--- src/rtl/icache_pkg.sv ---
// rtl/icache_pkg.sv - shared widths and FSM encoding for the instruction cache
package icache_pkg;

   localparam int OFFSET_W = 2;
   localparam int INDEX_W  = 3;
   localparam int TAG_W    = 3;
   localparam int WORD_W   = 32;
   localparam int BLOCK_W  = 128;

   typedef enum logic [1:0] {
      IDLE     = 2'd0,
      MEM_READ = 2'd1,
      UPDATE   = 2'd2
   } state_t;

endpackage

--- src/rtl/icache_word_select.sv ---
// rtl/icache_word_select.sv - picks one 32-bit word out of a cache line
module icache_word_select
   import icache_pkg::*;
(
   input  logic [BLOCK_W-1:0]  i_block,
   input  logic [OFFSET_W-1:0] i_offset,
   output logic [WORD_W-1:0]   o_word
);

   // 4:1 word mux; word0 sits in the low bits of the line
   always_comb begin
      o_word = i_block[31:0];
      case (i_offset)
         2'd0:    o_word = i_block[31:0];
         2'd1:    o_word = i_block[63:32];
         2'd2:    o_word = i_block[95:64];
         2'd3:    o_word = i_block[127:96];
         default: o_word = i_block[31:0];
      endcase
   end

endmodule

--- src/rtl/instruction_cache.sv ---
// rtl/instruction_cache.sv - direct-mapped instruction cache, optional ICACHE_STATS_EN counters
module instruction_cache
   import icache_pkg::*;
#(
   parameter int ADDR_W          = TAG_W + INDEX_W + OFFSET_W + 2,
   parameter int NUM_BLOCKS      = 2 ** INDEX_W,
   parameter int WORDS_PER_BLOCK = 2 ** OFFSET_W
)
(
   input  logic                          CLK,
   input  logic                          RESET,
   input  logic                          read,
   input  logic [ADDR_W-1:0]             address,
   output logic [31:0]                   instruction,
   output logic                          busywait,
   output logic                          mem_read,
   output logic [ADDR_W-5:0]             mem_address,
   input  logic [32*WORDS_PER_BLOCK-1:0] mem_readdata,
   input  logic                          mem_busywait
`ifdef ICACHE_STATS_EN
   ,
   output logic [31:0]                   hit_count,
   output logic [31:0]                   miss_count
`endif
);

   localparam int LP_OFF_W = $clog2(WORDS_PER_BLOCK);
   localparam int LP_IDX_W = $clog2(NUM_BLOCKS);
   localparam int LP_TAG_W = ADDR_W - 2 - LP_OFF_W - LP_IDX_W;
   localparam int LP_BLK_W = 32 * WORDS_PER_BLOCK;

   logic [LP_OFF_W-1:0] w_offset;
   logic [LP_IDX_W-1:0] w_index;
   logic [LP_TAG_W-1:0] w_tag;
   logic                w_hit;
   logic                w_unused_byte;

   logic [NUM_BLOCKS-1:0] r_valid;
   logic [LP_TAG_W-1:0]   r_tag  [NUM_BLOCKS];
   logic [LP_BLK_W-1:0]   r_data [NUM_BLOCKS];

   state_t r_state;
   state_t w_next;

   assign w_offset      = address[LP_OFF_W+1:2];
   assign w_index       = address[LP_IDX_W+LP_OFF_W+1:LP_OFF_W+2];
   assign w_tag         = address[ADDR_W-1:LP_IDX_W+LP_OFF_W+2];
   assign w_unused_byte = ^address[1:0];

   assign w_hit = read && r_valid[w_index] && (r_tag[w_index] == w_tag);

   icache_word_select u_word_select (
      .i_block  (r_data[w_index]),
      .i_offset (w_offset),
      .o_word   (instruction)
   );

   // state register; reset returns to IDLE and abandons any refill
   always_ff @(posedge CLK) begin
      if (RESET) begin
         r_state <= IDLE;
      end else begin
         r_state <= w_next;
      end
   end

   // next state: miss starts a refill, memory ready moves to UPDATE, UPDATE writes then idles
   always_comb begin
      w_next = r_state;
      case (r_state)
         IDLE:     if (read && !w_hit) w_next = MEM_READ;
         MEM_READ: if (!mem_busywait)  w_next = UPDATE;
         UPDATE:   w_next = IDLE;
         default:  w_next = IDLE;
      endcase
   end

   // outputs; RESET masks the stall and memory request so the PC can always reset
   always_comb begin
      busywait    = 1'b0;
      mem_read    = 1'b0;
      mem_address = {w_tag, w_index};
      if (!RESET) begin
         case (r_state)
            IDLE:     busywait = read && !w_hit;
            MEM_READ: begin
               busywait = 1'b1;
               mem_read = 1'b1;
            end
            UPDATE:   busywait = 1'b1;
            default:  busywait = 1'b0;
         endcase
      end
   end

   // valid bits are the only storage cleared by reset
   always_ff @(posedge CLK) begin
      if (RESET) begin
         r_valid <= '0;
      end else if (r_state == UPDATE) begin
         r_valid[w_index] <= 1'b1;
      end
   end

   // tag and line data are written only when leaving UPDATE
   always_ff @(posedge CLK) begin
      if (!RESET && r_state == UPDATE) begin
         r_tag[w_index]  <= w_tag;
         r_data[w_index] <= mem_readdata;
      end
   end

`ifdef ICACHE_STATS_EN
   // hit/miss counters, wrapping naturally at 2^32
   always_ff @(posedge CLK) begin
      if (RESET) begin
         hit_count  <= '0;
         miss_count <= '0;
      end else if (r_state == IDLE) begin
         if (w_hit)              hit_count  <= hit_count + 32'd1;
         if (w_next == MEM_READ) miss_count <= miss_count + 32'd1;
      end
   end
`endif

endmodule

--- config.mk ---
export PLATFORM = sky130hd
export DESIGN_NAME = instruction_cache
export DESIGN_NICKNAME = d
export VERILOG_FILES = /design/src/rtl/icache_pkg.sv /design/src/rtl/icache_word_select.sv /design/src/rtl/instruction_cache.sv
export SDC_FILE = /design/constraint.sdc
export NUM_CORES = 1
export LEC_CHECK = 0
export ABC_AREA = 1
export CAP_MARGIN = 5
export CORE_MARGIN = 2
export CORE_UTILIZATION = 40
export DETAILED_ROUTE_END_ITERATION = 6
export PLACE_DENSITY_LB_ADDON = 0.1
export SETUP_SLACK_MARGIN = 0.02
export SKIP_CTS_REPAIR_TIMING = 1
export SLEW_MARGIN = 20
export SYNTH_ARGS = -nofsm -noshare
export SYNTH_HDL_FRONTEND = slang
export SYNTH_SLANG_ARGS = --single-unit
export TNS_END_PERCENT = 1
--- constraint.sdc ---
create_clock -name CLK -period 11.9 [get_ports CLK]
set_clock_uncertainty 0.05 [all_clocks]
set_input_delay 1.785 -clock CLK [delete_from_list [all_inputs] [get_ports CLK]]
set_output_delay 1.785 -clock CLK [all_outputs]
set_load 0.02 [all_outputs]
==> run_1/met1.png <==
Bar = 100 µm.
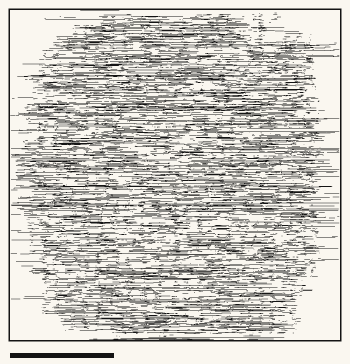
share of all routed wire = 44%
longest straight run = 131 µm
nets with wire on the layer = 2787
main direction = horizontal
wire length on this layer = 49.6 mm
via count: 22.95k
drt total wl: 113000 µm

==> run_1/met3.png <==
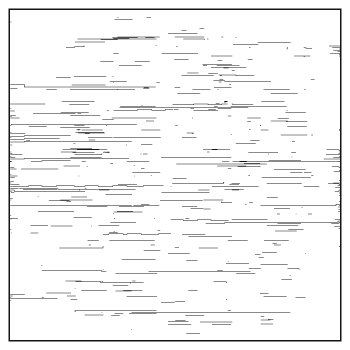
longest straight run = 153 µm
share of all routed wire = 6.4%
main direction = horizontal
nets with wire on the layer = 202
met3 Use GR: 0.04407

==> run_1/met2.png <==
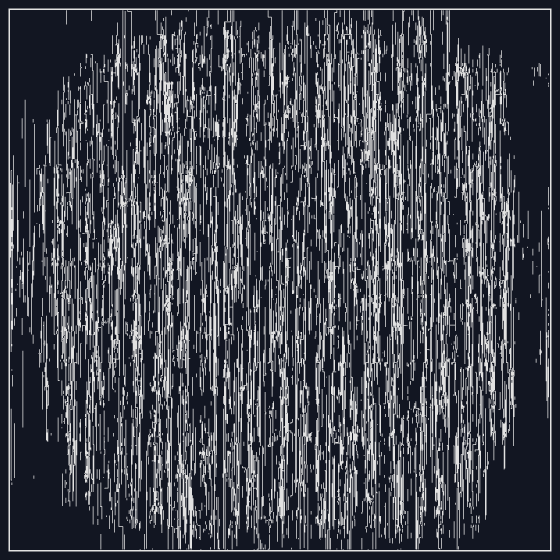
longest straight run = 160 µm
share of all routed wire = 48%
main direction = vertical
nets with wire on the layer = 2349
GRT met2 Usage: 0.3647

## run 1: final timing paths
check	end	slack (ns)	cells past startpoint
max	instruction[31]	3.97	12
min reg2reg	r_valid[7]	0.41	2
min	r_valid[7]	0.41	2
max reg2reg	r_data[6][114]	7.91	6
## run 1: flip-flops by register name, indices dropped and copies added, names as in the netlist
name and count:
r_data 1024, r_tag 24, r_valid 8, r_state 2
## run 1: layout make-up
class                      count  area [µm²]
sequential                  1058       31670
fill                        8474       51860
timing repair buffer         228        2222
clock buffer                 135        2932
tap                         1287        1610
clock inverter                65       491.7
antenna                       10       25.02
multi-input combinational   1318        6824
inverter                     130       493.0
## run 1: cells in the final DEF (no fill, tap or decap), types with 12 or more instances in the layout
cell	count
clkbuf_16	114
nand3_1	32
nor2_1	36
inv_1	126
o31ai_1	12
a22oi_1	66
clkinv_1	28
a221oi_1	42
clkinv_2	24
edfxtp_1	1048
o21ai_0	55
buf_4	44
nor2_4	17
clkbuf_1	21
clkdlybuf4s50_1	179
o2111a_1	28
nand2_1	747
a21oi_1	22
nand4_1	157
a22o_1	59
## run 1: worst max-delay path: stages
cell             delay, ns
clkdlybuf4s50_1       0.46
buf_4                 0.33
inv_2                 0.27
nand2_2               0.12
buf_4                 0.56
inv_4                 0.41
buf_4                 0.47
nand2_1               0.14
nand4_1               0.08
o21ai_0               0.61
nand4_1               0.19
clkdlybuf4s50_1       0.58
## run 1: where the power goes
part           switching [mW]  internal [mW]  total, mW
registers             0.00332           4.11       4.11
logic                   0.254          0.131      0.385
clock network            1.38           1.89       3.27
## run 1: routing by layer
metal  wire [µm]  share of wire  vias up  global-route usage
li1            -              -    10280                   -
met1       49610           0.44    11802              0.3013
met2       53860           0.48      683              0.3647
met3        7186          0.064      165             0.04407
met4        2238          0.020       22             0.05635
met5         132         0.0012        -                   0
==> qor.yml, run 1 <==
grt_pass1_vias: 22553
drtAntennaViolNets: 0
syn_inst: 2635
rows: 115
yosysTopAreaCellShare: 0.7978
h-tree-depth: 3
final_cells: 4231
port_buffers: 179
io_pins: 182
setup_tns_ns: 0
ys_chip_area_um2: 39440
nets: 2993
p_leak_nw: 15.14
syn2layout_area_growth_pct: 17.30
required_ns: 10.07
die_x_um: 318.0
run_status: "complete, no violations"
crit_path_start_kind: "input pin"
fin_crit_ns: 7.926
rsz0062_at_grt: "no"
setup_violations: 0
drtPass1Iterations: 6
drive_gt1_frac: 0.07635
ys_sh_simple: 0.1061
edf_count: 1048
finalWorstSetupSlack_ns: 3.974
critPathKind: "input pin to output port"
total_power_mw: 7.767
crit_arrival_ns: 6.09
cts_max_path_buffers: 3
track_usage: 0.2212
timing.final.crit_share: 0.6660
gp_congestion: 0.7217
hold_viol_final: 0
wl_per_cell_um: 26.72
fin_util: 0.4715
peakVddDrop_mv: 0.1211
grt_overflow: 0
synth-compound-area-share: 0.06230
ys_types: 34
place_inst: 4021
grt_max_degree: 119
hold_start: "r_valid[7]"
place_area_um2: 42820
cts-buffers-inserted: 110
vias_per_cell: 5.425
xor_share: 0
clkTransAtPathRegs_ns: 0.06
ys_cells: 2635
synthArstFlopShare: 0
hpwlAfterDp_um: 58410
dieArea_um2: 101100
worst_slew_pin_slew_ns: 1.063
synth.most_common_cell: "edfxtp_1"
max_cap_violations: 0
mux_share: 0
yosysTopAreaCell: "edfxtp_1"
power_density_nw_per_um2: 167.9
route.detailed.drc: 0
pre_cts_slack_ns: 3.853
==> run_1/final_congestion.png <==
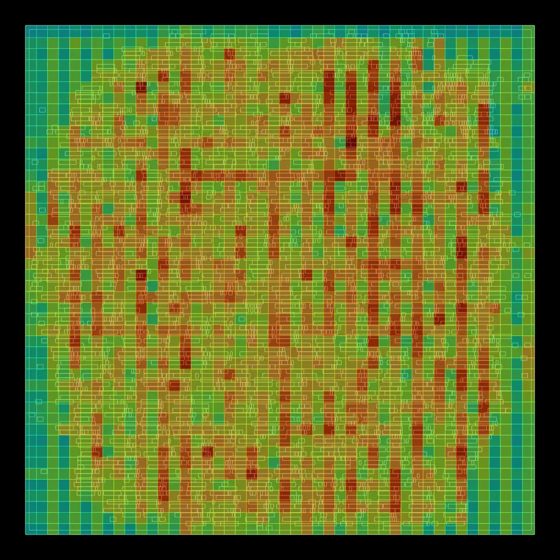

==> run 2: changes to the inputs <==
Clock period 11.9 ns to 6.36 ns, I/O delays scaled along.
==> run_2/final_congestion.png <==
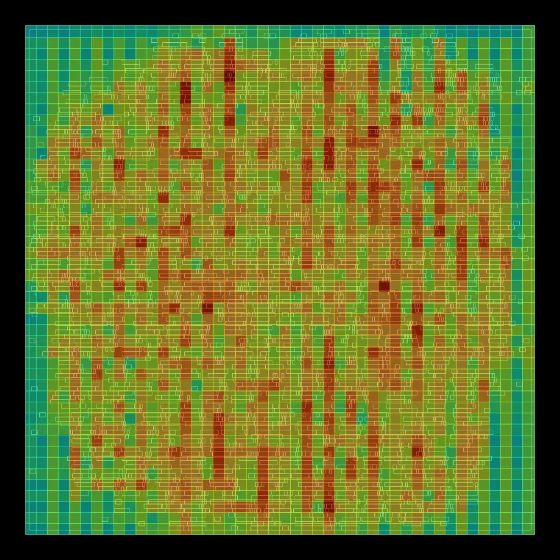
GRT met2 Usage: 0.3711
gr usage total: 0.2260

==> run 2 against run 1 <==
Compared with the run above:
- register-to-register slack got worse by 4.3 ns
- die size unchanged
- utilization rose by 0.46 points
- critical path type unchanged
==> qor.yml, run 2 <==
vias_per_cell: 5.410
gp_congestion: 0.7579
grt_overflow: 0
final_common_cell: "edfxtp_1"
h-tree-depth: 3
fillers: 8402
route.final.wire_length_um: 115000
max_cap_violations: 0
worst_slew_pin_slew_ns: 1.148
drtPass1Iterations: 5
edf_count: 1048
critPathKind: "input pin to output port"
setup_tns_ns: 0
io_pins: 182
max_flop_register: "r_data"
ys_types: 34
p_leak_nw: 15.33
endpoint: "instruction[29]"
nets: 3011
clkTransAtPathRegs_ns: 0.06
run_status: "complete, no violations"
reg_top3: "r_data (1024), r_tag (24), r_valid (8)"
fin_util: 0.4761
hold_viol_final: 0
path_cells: "clkdlybuf4s50_1, buf_4, nor2_4, inv_1, buf_12, o2111ai_1, o21ai_0, nand4_1, clkdlybuf4s50_1"
cts-buffers-inserted: 109
mux_share: 0
route.detailed.drc: 0
cts_max_path_buffers: 3
r2r_slack_ns: 3.58
die_x_um: 318.0
rows: 115
crit_path_start_kind: "input pin"
vias: 22958
peakVddDrop_mv: 0.2204
hold_start: "r_valid[7]"
yosysTopAreaCell: "edfxtp_1"
timing.rr.end: "r_data[6][114]"
dieArea_um2: 101100
reg2reg_depth: 6
drtAntennaViolNets: 0
wl_per_cell_um: 27.09
syn_inst: 2635
synthArstFlopShare: 0
whs_path_depth: 2
slowest_delay_ns: 0.67
crit_buf_inv: 5
timing.final.crit_share: 0.8661
ys_cells: 2635
cp_top_family: "buffers and inverters"
setup_violations: 0
path_depth: 9
fin_crit_ns: 5.509
synth.most_common_cell: "edfxtp_1"
ys_sh_simple: 0.1061
port_buffers: 179
grt_max_degree: 114
ys_chip_area_um2: 39440
[run 2: final cells by class]
type / instances / area, µm² / area share
timing repair buffer: 247 / 2668 / 0.05709
clock buffer: 133 / 2860 / 0.06122
antenna: 8 / 20.02 / 0.0004285
tap: 1287 / 1610 / 0.03446
clock inverter: 63 / 578.1 / 0.01237
sequential: 1058 / 31670 / 0.6778
multi-input combinational: 1318 / 6824 / 0.1461
inverter: 130 / 493.0 / 0.01055
[run 2: cells by family (layout without fill, tap and decap cells)]
family	after synthesis	in the layout
buffers and inverters	259	573
other	0	8
AND-OR/OR-AND	319	319
flip-flops	1058	1058
AND/OR/NAND/NOR	994	994
adder cells (fa/ha/maj)	5	5
[run 2: per-layer routing]
layer / routed length (µm) / track usage / share of wire / vias to the layer above
met2: 54790 / 0.3711 / 0.48 / 659
met3: 7685 / 0.04611 / 0.067 / 154
met1: 49930 / 0.3046 / 0.43 / 11808
met5: 153 / 0 / 0.0013 / -
met4: 2432 / 0.06751 / 0.021 / 28
li1: - / - / - / 10309
[run 2: worst register-to-register path, cell delays in order, from the launching register on]
cell and delay [ns]:
dfxtp_1 0.36, inv_1 0.10, ha_1 0.15, nand2_1 0.09, buf_4 0.25, nor2_4 0.91
buf_4 0.51
[run 2: metrics by stage]
stage / worst slack [ns] / power [mW] / std cells / instance area [µm²]
2_1_floorplan: -1.620 / 8.151 / 2635 / 39450
3_3_place_gp: 0.8434 / 8.576 / 4040 / 43270
3_5_place_dp: 0.8736 / 8.590 / 4040 / 43270
4_1_cts: 0.8536 / 14.74 / 4236 / 46700
5_1_grt: 0.7582 / 15.05 / 4244 / 46720
6_report: 0.8514 / 14.62 / 4244 / 46720
[run 2: where the power goes]
part | switching (mW) | internal, mW
Combinational | 0.483 | 0.261
Sequential | 0.00635 | 7.69
Clock | 2.57 | 3.61
==> run_2/met2.png <==
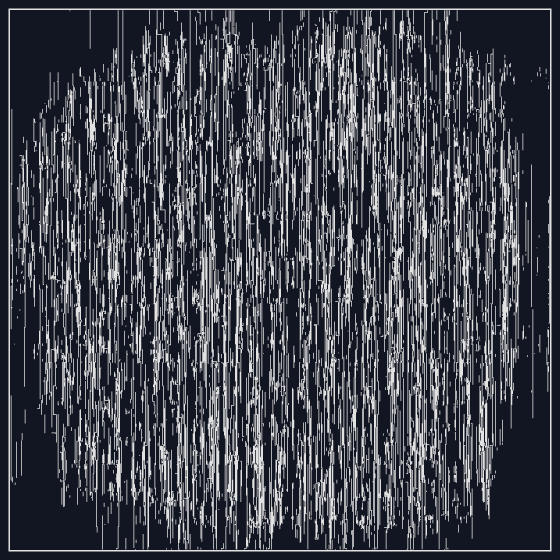

==> run 3: changes to the inputs <==
Settings changed: PLACE_DENSITY_LB_ADDON 0.1 to 0.05, SLEW_MARGIN 20 to 0.
==> run_3/met2.png <==
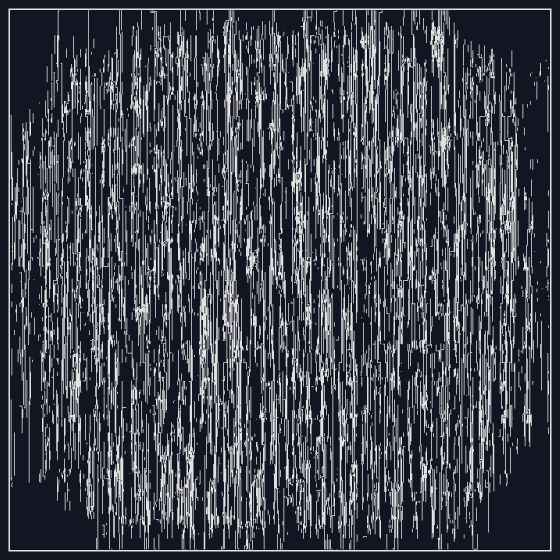
share of all routed wire = 48%
main direction = vertical
wire length on this layer = 55.3 mm
nets with wire on the layer = 2381
longest straight run = 123 µm
via count: 23.03k
drt total wl: 115700 µm

==> run 3 against run 2 <==
Compared with the run above:
- clock-buffer cell count grew 2
- utilization up 0.34 points
- worst setup slack gained 0.049 ns
- sequential power barely moved
- die size is the same
- sequential share of layout area shrank 0.48 points
- global-route usage grew 0.072 points
- largest cell class unchanged
==> qor.yml, run 3 <==
run_status: "complete, no violations"
syn_inst: 2635
die_x_um: 318.0
timing.rr.end: "r_data[0][50]"
rows: 115
required_ns: 5.36
total_power_mw: 14.73
route.detailed.drc: 0
slowest_delay_ns: 0.68
crit_buf_inv: 3
clkTransAtPathRegs_ns: 0.06
ys_chip_area_um2: 39440
fillers: 8500
track_usage: 0.2267
reg_top3: "r_data (1024), r_tag (24), r_valid (8)"
timing.final.crit_share: 0.8585
met3_usage: 0.03802
crit_arrival_ns: 4.46
seq_area_um2: 31670
cts-buffers-inserted: 111
wl_per_cell_um: 26.99
wl_met1_um: 51850
synth.most_common_cell: "edfxtp_1"
grt_max_degree: 104
setup_violations: 0
grt_overflow: 0
largest_reg_flops: 1024
port_buffers: 179
peakVddDrop_mv: 0.2002
drtAntennaViolNets: 0
max_flop_register: "r_data"
ys_types: 34
wl_met3_um: 6223
mostFrequentLayoutCells: "edfxtp_1, nand2_1, clkdlybuf4s50_1, nand4_1, inv_1"
synthArstFlopShare: 0
dieArea_um2: 101100
fin_crit_ns: 5.460
whs_path_depth: 2
cpMaxStageDelayCell: "clkdlybuf4s50_1"
r2r_slack_ns: 3.65
setup_tns_ns: 0
highest_layer: "met5"
critPathKind: "input pin to output port"
finalWorstSetupSlack_ns: 0.9002
hold_viol_final: 0
vias_per_cell: 5.372
drive_gt1_frac: 0.09756
pre_cts_slack_ns: 0.8762
p_leak_nw: 15.55
h-tree-depth: 3
met2WireLength_um: 55300
rsz0062_at_grt: "no"
cts_max_path_buffers: 3
reg2reg_depth: 6
max_cap_violations: 0
io_pins: 182
path_depth: 9
cp_top_family: "buffers and inverters"
top_usage_layer: "met2"
yosysTopAreaCellShare: 0.7978
run 3: worst max-delay path by stage:
stage / endpoint / slack [ns] / from
after global routing: instruction[23] / 0.80 / address[6]
final: instruction[12] / 0.90 / address[5]
after CTS: instruction[10] / 0.87 / address[6]
after detailed placement: instruction[10] / 0.88 / address[5]
after floorplan: r_data[5][0] / -1.62 / address[4]
after global placement: instruction[23] / 0.91 / address[5]
run 3: kinds of logic (layout without fill, tap and decap cells):
family                   Yosys count  count (layout)  synth area share
other                              0               8                 0
buffers and inverters            259             617           0.02712
AND/OR/NAND/NOR                  994             994            0.1061
AND-OR/OR-AND                    319             319           0.06230
adder cells (fa/ha/maj)            5               5          0.001586
flip-flops                      1058            1058            0.8029
run 3: worst min-delay path, delay by kind of cell, from the launching register on:
family,cells,cell delay (ns)
flip-flops,1,0.33
AND/OR/NAND/NOR,1,0.05
AND-OR/OR-AND,1,0.05
run 3: area by class of cell:
cell class                      count  area share
Sequential cell                  1058      0.6730
Multi-Input combinational cell   1318      0.1450
Clock buffer                      135     0.06320
Timing Repair Buffer              278     0.06168
Tap cell                         1287     0.03422
Clock inverter                     74     0.01202
Inverter                          130     0.01048
Antenna cell                        8   0.0004254
run 3: power by group:
part | switching [mW] | internal, mW | total (mW)
combinational | 0.494 | 0.265 | 0.758
sequential | 0.00629 | 7.69 | 7.69
clock | 2.64 | 3.63 | 6.28
run 3: per-stage QoR:
stage	hold WS, ns	cells	area, µm²	utilization
final	0.4176	4288	47060	0.4796
after global routing	0.4487	4286	47060	0.4795
after CTS	0.4124	4280	47040	0.4794
after detailed placement	0.3968	4071	43500	0.4433
after global placement	0.3942	4071	43500	0.4433
after floorplan	0.3781	2635	39450	-
No activity file was given, so power comes from the tool's default toggle rates.
